===== src/rtl/cache_l1_wb_ctrl.sv =====
// 2-way set-associative write-back, write-allocate L1 controller.
// Single-word lines, LRU replacement, flush scan, saturating counters.
module cache_l1_wb_ctrl #(
  parameter int ADDR_W = 16,
  parameter int DATA_W = 16,
  parameter int SETS   = 4
) (
  input  logic              clock,
  input  logic              reset_n,
  input  logic              cpu_req,
  input  logic              cpu_we,
  input  logic [ADDR_W-1:0] cpu_addr,
  input  logic [DATA_W-1:0] cpu_wdata,
  output logic              cpu_ready,
  output logic              cpu_valid,
  output logic [DATA_W-1:0] cpu_rdata,
  output logic              cpu_hit,
  input  logic              flush,
  output logic              flush_done,
  output logic              mem_req,
  output logic              mem_we,
  output logic [ADDR_W-1:0] mem_addr,
  output logic [DATA_W-1:0] mem_wdata,
  input  logic              mem_ack,
  input  logic [DATA_W-1:0] mem_rdata,
  output logic [15:0]       hit_count,
  output logic [15:0]       miss_count
);

  localparam int IDX_W = $clog2(SETS);
  localparam int TAG_W = ADDR_W - IDX_W;
  localparam int SCN_W = IDX_W + 1;
  localparam logic [SCN_W-1:0] LAST = SCN_W'(2 * SETS - 1);

  typedef enum logic [2:0] {
    S_IDLE,
    S_WB,
    S_FILL,
    S_FLUSH,
    S_INST
  } state_t;

  state_t r_state;

  logic [1:0]        r_valid [SETS];
  logic [1:0]        r_dirty [SETS];
  logic [SETS-1:0]   r_lru;
  logic [TAG_W-1:0]  r_tag   [SETS][2];
  logic [DATA_W-1:0] r_data  [SETS][2];

  logic [ADDR_W-1:0] r_addr;
  logic              r_we;
  logic [DATA_W-1:0] r_wdata;
  logic              r_way;
  logic [SCN_W-1:0]  r_scan;

  logic [IDX_W-1:0]  w_idx;
  logic [TAG_W-1:0]  w_tag;
  logic [IDX_W-1:0]  w_lset;
  logic [TAG_W-1:0]  w_ltag;
  logic              w_hit0;
  logic              w_hit1;
  logic              w_hit;
  logic              w_hway;
  logic              w_vway;
  logic              w_vdirty;
  logic              w_ack;
  logic [IDX_W-1:0]  w_sset;
  logic              w_sway;
  logic              w_sdirty;

  assign w_idx  = cpu_addr[IDX_W-1:0];
  assign w_tag  = cpu_addr[ADDR_W-1:IDX_W];
  assign w_lset = r_addr[IDX_W-1:0];
  assign w_ltag = r_addr[ADDR_W-1:IDX_W];
  assign w_hit0 = r_valid[w_idx][0] && (r_tag[w_idx][0] == w_tag);
  assign w_hit1 = r_valid[w_idx][1] && (r_tag[w_idx][1] == w_tag);
  assign w_hit  = w_hit0 | w_hit1;
  assign w_hway = w_hit1;
  // Invalid ways fill first, way 0 before way 1; otherwise follow LRU.
  assign w_vway = !r_valid[w_idx][0] ? 1'b0 :
                  !r_valid[w_idx][1] ? 1'b1 : r_lru[w_idx];
  assign w_vdirty = r_valid[w_idx][w_vway] &&
                    r_dirty[w_idx][w_vway];
  assign w_ack  = mem_req & mem_ack;
  assign w_sset = r_scan[SCN_W-1:1];
  assign w_sway = r_scan[0];
  assign w_sdirty = r_valid[w_sset][w_sway] &&
                    r_dirty[w_sset][w_sway];

  assign cpu_ready = (r_state == S_IDLE);

  logic              w_whit;
  logic              w_inst;
  logic              w_fdone;
  logic              w_aw_en;
  logic [IDX_W-1:0]  w_aw_set;
  logic              w_aw_way;
  logic [TAG_W-1:0]  w_aw_tag;
  logic [DATA_W-1:0] w_aw_data;

  assign w_whit  = (r_state == S_IDLE) && cpu_req && !flush &&
                   w_hit && cpu_we;
  assign w_inst  = (r_state == S_INST) ||
                   ((r_state == S_WB) && w_ack && r_we);
  assign w_fdone = (r_state == S_FILL) && w_ack;

  always_comb begin
    w_aw_en   = 1'b0;
    w_aw_set  = w_lset;
    w_aw_way  = r_way;
    w_aw_tag  = w_ltag;
    w_aw_data = r_wdata;
    unique case (1'b1)
      w_whit: begin
        w_aw_en   = 1'b1;
        w_aw_set  = w_idx;
        w_aw_way  = w_hway;
        w_aw_tag  = w_tag;
        w_aw_data = cpu_wdata;
      end
      w_inst: w_aw_en = 1'b1;
      w_fdone: begin
        w_aw_en   = 1'b1;
        w_aw_data = mem_rdata;
      end
      default: ;
    endcase
  end

  // Tag and data arrays keep their contents across reset.
  always_ff @(posedge clock) begin
    if (w_aw_en) begin
      r_tag[w_aw_set][w_aw_way]  <= w_aw_tag;
      r_data[w_aw_set][w_aw_way] <= w_aw_data;
    end
  end

  always_ff @(posedge clock or negedge reset_n) begin
    if (!reset_n) begin
      r_state    <= S_IDLE;
      for (int s = 0; s < SETS; s++) begin
        r_valid[s] <= 2'b00;
        r_dirty[s] <= 2'b00;
      end
      r_lru      <= '0;
      r_addr     <= '0;
      r_we       <= 1'b0;
      r_wdata    <= '0;
      r_way      <= 1'b0;
      r_scan     <= '0;
      cpu_valid  <= 1'b0;
      cpu_hit    <= 1'b0;
      cpu_rdata  <= '0;
      flush_done <= 1'b0;
      mem_req    <= 1'b0;
      mem_we     <= 1'b0;
      mem_addr   <= '0;
      mem_wdata  <= '0;
      hit_count  <= '0;
      miss_count <= '0;
    end else begin
      cpu_valid  <= 1'b0;
      cpu_hit    <= 1'b0;
      flush_done <= 1'b0;
      unique case (r_state)
        S_IDLE: begin
          if (flush) begin
            r_state <= S_FLUSH;
            r_scan  <= '0;
          end else if (cpu_req && w_hit) begin
            cpu_valid <= 1'b1;
            cpu_hit   <= 1'b1;
            cpu_rdata <= cpu_we ? cpu_wdata :
                         r_data[w_idx][w_hway];
            if (cpu_we) r_dirty[w_idx][w_hway] <= 1'b1;
            r_lru[w_idx] <= ~w_hway;
            if (hit_count != 16'hFFFF)
              hit_count <= hit_count + 16'd1;
          end else if (cpu_req) begin
            if (miss_count != 16'hFFFF)
              miss_count <= miss_count + 16'd1;
            r_addr  <= cpu_addr;
            r_we    <= cpu_we;
            r_wdata <= cpu_wdata;
            r_way   <= w_vway;
            if (w_vdirty) begin
              r_state   <= S_WB;
              mem_req   <= 1'b1;
              mem_we    <= 1'b1;
              mem_addr  <= {r_tag[w_idx][w_vway], w_idx};
              mem_wdata <= r_data[w_idx][w_vway];
            end else if (cpu_we) begin
              r_state <= S_INST;
            end else begin
              r_state  <= S_FILL;
              mem_req  <= 1'b1;
              mem_we   <= 1'b0;
              mem_addr <= cpu_addr;
            end
          end
        end
        S_INST: begin
          r_valid[w_lset][r_way] <= 1'b1;
          r_dirty[w_lset][r_way] <= 1'b1;
          r_lru[w_lset]          <= ~r_way;
          cpu_valid              <= 1'b1;
          cpu_rdata              <= r_wdata;
          r_state                <= S_IDLE;
        end
        S_WB: begin
          if (w_ack) begin
            mem_req                <= 1'b0;
            r_dirty[w_lset][r_way] <= 1'b0;
            if (r_we) begin
              r_valid[w_lset][r_way] <= 1'b1;
              r_dirty[w_lset][r_way] <= 1'b1;
              r_lru[w_lset]          <= ~r_way;
              cpu_valid              <= 1'b1;
              cpu_rdata              <= r_wdata;
              r_state                <= S_IDLE;
            end else begin
              r_state <= S_FILL;
            end
          end
        end
        S_FILL: begin
          if (w_ack) begin
            mem_req                <= 1'b0;
            r_valid[w_lset][r_way] <= 1'b1;
            r_dirty[w_lset][r_way] <= 1'b0;
            r_lru[w_lset]          <= ~r_way;
            cpu_valid              <= 1'b1;
            cpu_rdata              <= mem_rdata;
            r_state                <= S_IDLE;
          end else if (!mem_req) begin
            // Re-arm after a write-back, leaving one idle cycle.
            mem_req  <= 1'b1;
            mem_we   <= 1'b0;
            mem_addr <= r_addr;
          end
        end
        S_FLUSH: begin
          if (w_ack) begin
            mem_req                  <= 1'b0;
            r_dirty[w_sset][w_sway]  <= 1'b0;
            if (r_scan == LAST) begin
              flush_done <= 1'b1;
              r_state    <= S_IDLE;
            end else begin
              r_scan <= r_scan + SCN_W'(1);
            end
          end else if (!mem_req) begin
            if (w_sdirty) begin
              mem_req   <= 1'b1;
              mem_we    <= 1'b1;
              mem_addr  <= {r_tag[w_sset][w_sway], w_sset};
              mem_wdata <= r_data[w_sset][w_sway];
            end else if (r_scan == LAST) begin
              flush_done <= 1'b1;
              r_state    <= S_IDLE;
            end else begin
              r_scan <= r_scan + SCN_W'(1);
            end
          end
        end
        default: r_state <= S_IDLE;
      endcase
    end
  end

endmodule


===== config.mk =====
export PLATFORM = sky130hd
export DESIGN_NAME = cache_l1_wb_ctrl
export DESIGN_NICKNAME = d
export VERILOG_FILES = /design/src/rtl/cache_l1_wb_ctrl.sv
export SDC_FILE = /design/constraint.sdc
export NUM_CORES = 1
export LEC_CHECK = 0
export CAP_MARGIN = 20
export CELL_PAD_IN_SITES_DETAIL_PLACEMENT = 1
export CELL_PAD_IN_SITES_GLOBAL_PLACEMENT = 2
export CORE_MARGIN = 8
export CORE_UTILIZATION = 40
export DETAILED_ROUTE_END_ITERATION = 12
export PLACE_DENSITY_LB_ADDON = 0.1
export SLEW_MARGIN = 20
export SYNTH_ARGS = -nofsm -noshare
export SYNTH_HDL_FRONTEND = slang
export SYNTH_SLANG_ARGS = --single-unit

===== constraint.sdc =====
create_clock -name clock -period 10.8 [get_ports clock]
set_clock_uncertainty 0.15 [all_clocks]
set_input_delay 2.16 -clock clock [delete_from_list [all_inputs] [get_ports clock]]
set_output_delay 2.16 -clock clock [all_outputs]
set_load 0.01 [all_outputs]

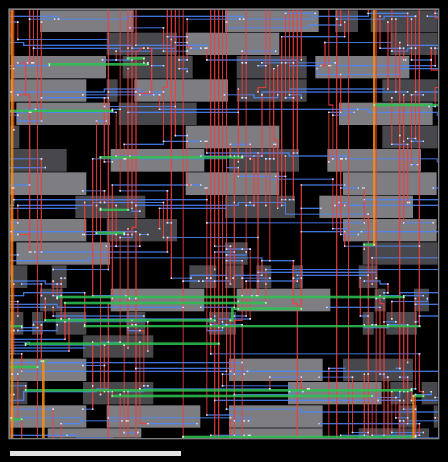
Run 1: a small window of the routed layout
The bar under the picture is 20 µm long. Window x 95 to 145, y 143 to 193 µm. Cells in gray, sequential cells in the stronger gray; small squares are vias.
legend:
  M4:
    color: orange
  M2:
    color: red
  M3:
    color: green
  M1:
    color: blue
most frequent: edfxtp_1 (27), mux4_2 (15)
sequential cells in the window: 27
netlist names of flops here include: r_data (27)
cells with their middle in the window: 67

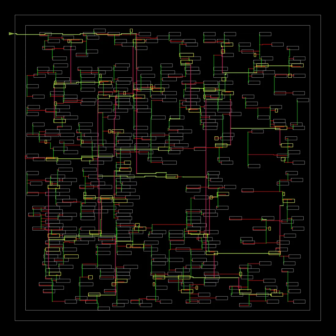
Run 1: clock routing
clk_lat worst skew: 0.58 ns
clock sink total: 385
Num CTS Buffers: 45

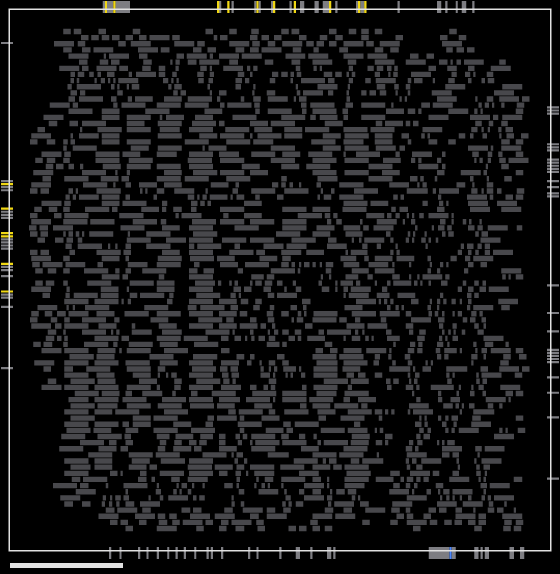
Run 1: pin placement
The bar under the picture is 50 µm long. Pins as bars across the die edge, other pins in gray.
legend:
  mem_ack:
    color: blue
    pins: 1
    direction: input
    edge: bottom
  cpu_wdata:
    color: yellow
    pins: 16
    direction: input
    edge: 10 top, 6 left
all pins by edge: 46 top, 43 bottom, 27 right, 24 left

==> impl_metrics.toml, run 1 <==
# implementation run metrics
[status]
status = "finished clean"

[pwr]
fin_total_pwr_w = 0.00561
leakagePower_nw = 8.36

[sta]
fmaxAchievable_ghz = 0.138
report.final.slew_viol_count = 0

[finish]
nNetsFinal = 1637
final-clk-cell-share_pct = 6.12
seq_area_share_pct = 46.2
ff_count = 385
largest_cell_class = "flip-flops and latches"
largest_reg_flops = 128
final_common_cell = "edfxtp_1"
diodes = 0

[critical_path]
rr_endpoint = "r_tag[0][22]$_DFFE_PP_"
crit_fanout = 44
crit_type = "in -> reg"
slowest_stage = "o31ai_4"
cp.required_ns = 10.87
r2r-start = "r_tag[3][17]$_DFFE_PP_"
crit_start = "cpu_addr[1]"

[synthesis]
aoi_share_pct = 9.44
syn_area_per_cell_um2 = 13.6
synthMostInstantiatedCell = "edfxtp_1"
yosys_warnings = 0
synth_flops = 385
xor_share_pct = 2.87
synthAdderAreaFrac_pct = 0.251
ys_seq_share_pct = 54.3

[global_route]
grt_pass1_vias = 14200
use_met2_pct = 35.4
grt_use_met3_pct = 3.59
grtUsageMet1_pct = 29.0

[placement]
place_hpwl_um = 39400

[run]
max-cap-violations = 0

[floorplanning]
die_x_um = 239

[detailed_routing]
routed_wl_um = 61400
Run 1, where the registers sit:
The bar under the picture is 50 µm long. Other sequential cells in the stronger gray, the rest of the logic in the fainter gray.
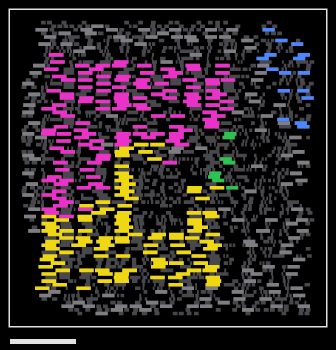

--- run 2 (diff from run 1) ---
--- a/config.mk
+++ b/config.mk
@@ -9,7 +9,7 @@
 export CELL_PAD_IN_SITES_DETAIL_PLACEMENT = 1
 export CELL_PAD_IN_SITES_GLOBAL_PLACEMENT = 2
 export CORE_MARGIN = 8
-export CORE_UTILIZATION = 40
+export CORE_UTILIZATION = 38
 export DETAILED_ROUTE_END_ITERATION = 12
 export PLACE_DENSITY_LB_ADDON = 0.1
 export SLEW_MARGIN = 20
==> constraint.sdc (replaced) <==
create_clock -name clock -period 6.65 [get_ports clock]
set_clock_uncertainty 0.15 [all_clocks]
set_input_delay 1.33 -clock clock [delete_from_list [all_inputs] [get_ports clock]]
set_output_delay 1.33 -clock clock [all_outputs]
set_load 0.01 [all_outputs]
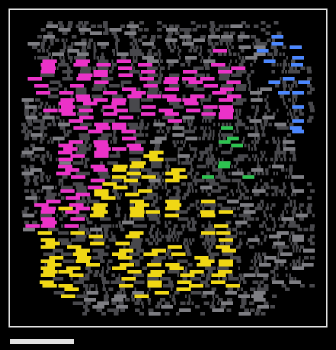
Run 2: where the registers sit
The bar under the picture is 50 µm long. Other sequential cells in the stronger gray, the rest of the logic in the fainter gray.
legend:
  miss_count:
    color: blue
    sequential_cells: 16
    where: upper right
  r_tag:
    color: yellow
    sequential_cells: 112
  r_data:
    color: magenta
    sequential_cells: 128
  r_valid:
    color: green
    sequential_cells: 8
not colored: 121

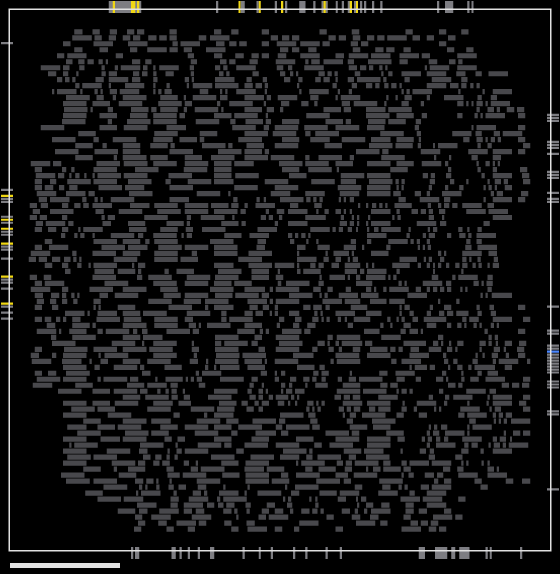
Run 2: pin placement
The bar under the picture is 50 µm long. Pins as bars across the die edge, other pins in gray.
port buffer count: 139
Die Height: 245 µm
DIE WIDTH: 245 µm

==> impl_metrics.toml, run 2 <==
# implementation run metrics
[critical_path]
slowest_stage = "mux4_2"
rr_endpoint = "r_data[2][23]$_DFFE_PP_"
crit_type = "in -> reg"
crit_fanout = 41
crit_start = "cpu_addr[0]"
cp.required_ns = 6.77
r2r_cells = 9
r2r-start = "r_tag[2][21]$_DFFE_PP_"
path_cells = "buf_4 > mux4_2 > xnor2_1 > nand4_1 > or2_1 > o32ai_2 > and2_0 > nand2_1 > o31ai_4 > buf_12"

[global_route]
grtUsageMet1_pct = 28.0
grt_max_degree = 81
grt_use_met3_pct = 2.76
busiest_layer = "met2"
grt_usage_pct = 20.6
grt_pass1_vias = 14600
use_met2_pct = 34.2

[synthesis]
top_cell_area_share_pct = 36.1
ys_sh_mux_pct = 22.2
xor_share_pct = 2.87
ys_sh_simple_pct = 8.06
edf_count = 240
ys_seq_share_pct = 54.3
synth_flops = 385
syn_area_per_cell_um2 = 13.6
yosys_warnings = 0
synthMostInstantiatedCell = "edfxtp_1"
synthAdderAreaFrac_pct = 0.251
aoi_share_pct = 9.44

[detailed_routing]
routed_wl_um = 62100

[pwr]
power_frac_comb_pct = 32.3
fin_total_pwr_w = 0.00956
internal-power_w = 0.00640
clock_power_w = 0.00286
leakagePower_nw = 8.62

[clock_network]
numCtsBuffers = 47
ctsRootBufferMaster = "clkbuf_16"
clock-sinks = 385
clk_latency_ns = 0.59

[sta]
report.final.slew_viol_count = 0
worst_slew_pin_slew_ns = 1.12
rsz0062_at_grt = "no"
fmaxAchievable_ghz = 0.197
period_minus_slack_ns = 5.07
fin_tns_setup_ns = 0

[status]
status = "finished clean"

[finish]
nNetsFinal = 1657
largest_reg_flops = 128
seq_area_share_pct = 45.2
ff_count = 385
final_common_cell = "edfxtp_1"
largest_cell_class = "flip-flops and latches"
design_area_mm2 = 0.0240
diodes = 0
final-clk-cell-share_pct = 7.18

[worst_hold_path]
hold_start = "mem_we$_DFFE_PN0P_"

[run]
max-cap-violations = 0

[placement]
place_hpwl_um = 40700
place_ws_ns = 0.937
